==> src/rtl/pixel_buf_ctrl.sv <==
`default_nettype none
// ============================================================================
// pixel_buf_ctrl : circular pixel queue sequencing a registered-read dual-port
//                  buffer; PIXBUF_ERR_EN adds sticky ovf_err/udf_err flags.
// Revision       : 1.0
// ============================================================================
module pixel_buf_ctrl #(
  parameter int WIDTH      = 8,
  parameter int DEPTH      = 16,
  parameter int ADDR_WIDTH = 4
) (
  input  logic                  clk,
  input  logic                  rst_n,
  input  logic                  flush,
  input  logic                  s_valid,
  output logic                  s_ready,
  input  logic [WIDTH-1:0]      s_data,
  output logic                  m_valid,
  input  logic                  m_ready,
  output logic [WIDTH-1:0]      m_data,
  output logic [ADDR_WIDTH:0]   level,
`ifdef PIXBUF_ERR_EN
  output logic                  ovf_err,
  output logic                  udf_err,
`endif
  output logic                  buf_w_ena,
  output logic [ADDR_WIDTH-1:0] buf_w_addr,
  output logic [WIDTH-1:0]      buf_w_data,
  output logic                  buf_r_ena,
  output logic [ADDR_WIDTH-1:0] buf_r_addr,
  input  logic [WIDTH-1:0]      buf_r_data
);

  localparam logic [ADDR_WIDTH:0]   c_full_level = (ADDR_WIDTH+1)'(DEPTH);
  localparam logic [ADDR_WIDTH:0]   c_level_one  = (ADDR_WIDTH+1)'(1);
  localparam logic [ADDR_WIDTH-1:0] c_ptr_one    = ADDR_WIDTH'(1);

  logic [ADDR_WIDTH-1:0] r_wptr;
  logic [ADDR_WIDTH-1:0] r_rptr;
  logic [ADDR_WIDTH:0]   r_level;
  logic                  r_m_valid;
  logic [ADDR_WIDTH:0]   w_level_nxt;
  logic                  w_push;
  logic                  w_rd;

  // rst_n gating keeps both strobes low during an asynchronous reset
  assign s_ready = rst_n && !flush && (r_level != c_full_level);
  assign w_push  = s_valid && s_ready;
  assign w_rd    = rst_n && !flush && (r_level != '0) && (!r_m_valid || m_ready);

  assign buf_w_ena  = w_push;
  assign buf_w_addr = r_wptr;
  assign buf_w_data = s_data;
  assign buf_r_ena  = w_rd;
  assign buf_r_addr = r_rptr;

  assign m_valid = r_m_valid;
  assign m_data  = buf_r_data;
  assign level   = r_level;

  always_comb begin
    w_level_nxt = r_level;
    if (w_push && !w_rd) begin
      w_level_nxt = r_level + c_level_one;
    end else if (!w_push && w_rd) begin
      w_level_nxt = r_level - c_level_one;
    end
  end

  always_ff @(posedge clk or negedge rst_n) begin
    if (!rst_n) begin
      r_wptr    <= '0;
      r_rptr    <= '0;
      r_level   <= '0;
      r_m_valid <= 1'b0;
    end else if (flush) begin
      r_wptr    <= '0;
      r_rptr    <= '0;
      r_level   <= '0;
      r_m_valid <= 1'b0;
    end else begin
      if (w_push) begin
        r_wptr <= r_wptr + c_ptr_one;
      end
      if (w_rd) begin
        r_rptr <= r_rptr + c_ptr_one;
      end
      r_level <= w_level_nxt;
      // buffer output only changes on a read issue, so m_data holds otherwise
      if (w_rd) begin
        r_m_valid <= 1'b1;
      end else if (m_ready) begin
        r_m_valid <= 1'b0;
      end
    end
  end

`ifdef PIXBUF_ERR_EN
  logic r_ovf_err;
  logic r_udf_err;

  always_ff @(posedge clk or negedge rst_n) begin
    if (!rst_n) begin
      r_ovf_err <= 1'b0;
      r_udf_err <= 1'b0;
    end else if (flush) begin
      r_ovf_err <= 1'b0;
      r_udf_err <= 1'b0;
    end else begin
      if (s_valid && !s_ready) begin
        r_ovf_err <= 1'b1;
      end
      if (m_ready && !r_m_valid) begin
        r_udf_err <= 1'b1;
      end
    end
  end

  assign ovf_err = r_ovf_err;
  assign udf_err = r_udf_err;
`endif

endmodule
`default_nettype wire

==> config.mk <==
export PLATFORM = sky130hd
export DESIGN_NAME = pixel_buf_ctrl
export DESIGN_NICKNAME = d
export VERILOG_FILES = /design/src/rtl/pixel_buf_ctrl.sv
export SDC_FILE = /design/constraint.sdc
export NUM_CORES = 1
export LEC_CHECK = 0
export CORE_MARGIN = 5
export CORE_UTILIZATION = 42
export CTS_BUF_LIST = sky130_fd_sc_hd__clkbuf_4 sky130_fd_sc_hd__clkbuf_8 sky130_fd_sc_hd__clkbuf_16
export DETAILED_ROUTE_END_ITERATION = 8
export PLACE_DENSITY = 0.87
export SETUP_SLACK_MARGIN = 0.5
export SLEW_MARGIN = 20
export SYNTH_ARGS = -nofsm -noshare
export SYNTH_HDL_FRONTEND = slang
export SYNTH_SLANG_ARGS = --single-unit
==> constraint.sdc <==
create_clock -name clk -period 7.8 [get_ports clk]
set_clock_uncertainty 0.15 [all_clocks]
set_input_delay 1.17 -clock clk [delete_from_list [all_inputs] [get_ports clk]]
set_output_delay 1.17 -clock clk [all_outputs]
set_load 0.03 [all_outputs]
final_placement.png
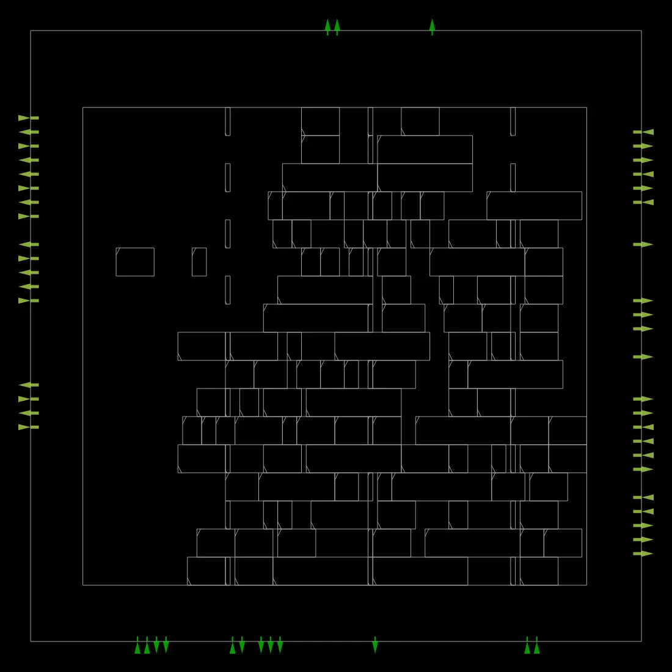
Tap Count: 28
post-layout util: 0.509

port_nets.png
Drawn at 4 px/um.
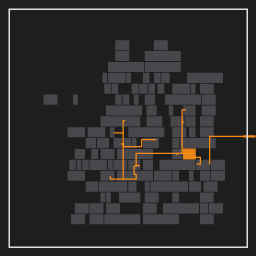
legend:
  buf_w_ena:
    color: orange
    bits: 1
    direction: output
    end_cells: 1
    wire: 90.7 um
I/O pins: 54
buffers added on ports: 21

pins.png
Drawn at 8 px/um. Pins as bars across the die edge, other pins in gray.
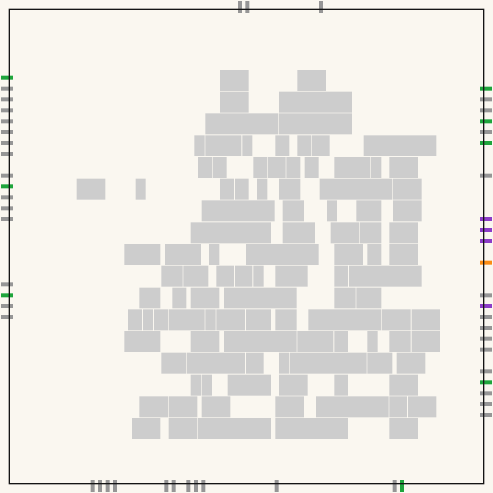
legend:
  buf_w_ena:
    color: orange
    pins: 1
    direction: output
    edge: right
  buf_r_data:
    color: green
    pins: 8
    direction: input
    edge: 4 right, 3 left, 1 bottom
  buf_w_addr:
    color: purple
    pins: 4
    direction: output
    edge: right
all pins by edge: 22 right, 17 left, 12 bottom, 3 top
Die Ht: 59.1 um
Die Wd: 59.1 um

drive_strength.png
Drawn at 8 px/um.
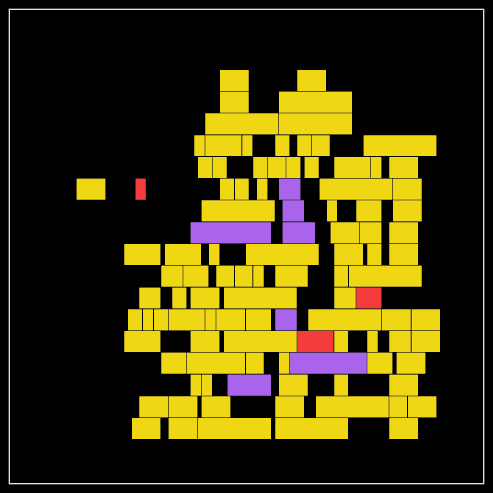
legend:
  drive 3 to 4:
    color: purple
    cells: 7
    share: 6.7%
  drive 1 or less:
    color: yellow
    cells: 95
    share: 90%
  drive 2:
    color: red
    cells: 3
    share: 2.9%
area grow syn2layout: 13.2%
Non-clk bufs: 21
Design Area, Final: 1150 um^2
post-layout worst setup margin: 2.67 ns

==> results.py <==
# Auto-generated metrics
metrics = {
    "sta": {
        "hold_ws_ns": 0.392,
        "finalClockPeriodUsage": 0.657,
    },
    "cells_and_area": {
        "comb_cells": 62,
        "design.seq.count": 14,
    },
    "synthesis": {
        "fa_ha_area_frac": 0.0938,
        "yosysUniqueCellTypes": 34,
        "mux_share": 0.0543,
        "async_flop_share": 1.00,
        "netlist_instances": 100,
        "ys_seq_share": 0.346,
    },
    "detailed_routing": {
        "top_layer": "met4",
        "drt-wirelength-per-cell_um": 15.2,
        "drt_iter0_markers": 25,
        "wl_met1_um": 834,
        "vias_per_cell": 5.44,
        "wl_met2_um": 1000,
    },
    "power_and_ir_drop": {
        "switching_share": 0.447,
        "p_total_w": 0.000348,
        "p_per_area_nw_per_um2": 303,
    },
    "setup_path": {
        "path_buffers": 2,
        "critPathLaunch": "rst_n",
        "max_stage_delay_ns": 1.00,
        "cp_max_fo": 18,
        "crit_cells": 4,
        "worstReg2RegEnd": "level[4]",
    },
    "global_routing": {
        "grtUsageMet1": 0.143,
        "gr-max-usage-layer": "met2",
        "grt_pass1_vias": 767,
    },
    "placed_design": {
        "dp.cells": 130,
    },
    "cts": {
        "cts_setup_buffers": 0,
        "cts_sinks": 14,
        "clk-insertion-delay-late_ns": 0.27,
        "clk_pin_slew_worst_paths_ns": 0.07,
    },
    "die": {
        "core_um2": 2250,
    },
    "worst_hold_path": {
        "min_path_type": "reg -> reg",
    },
    "outcome": {
        "run_status": "complete, no violations",
    },
}
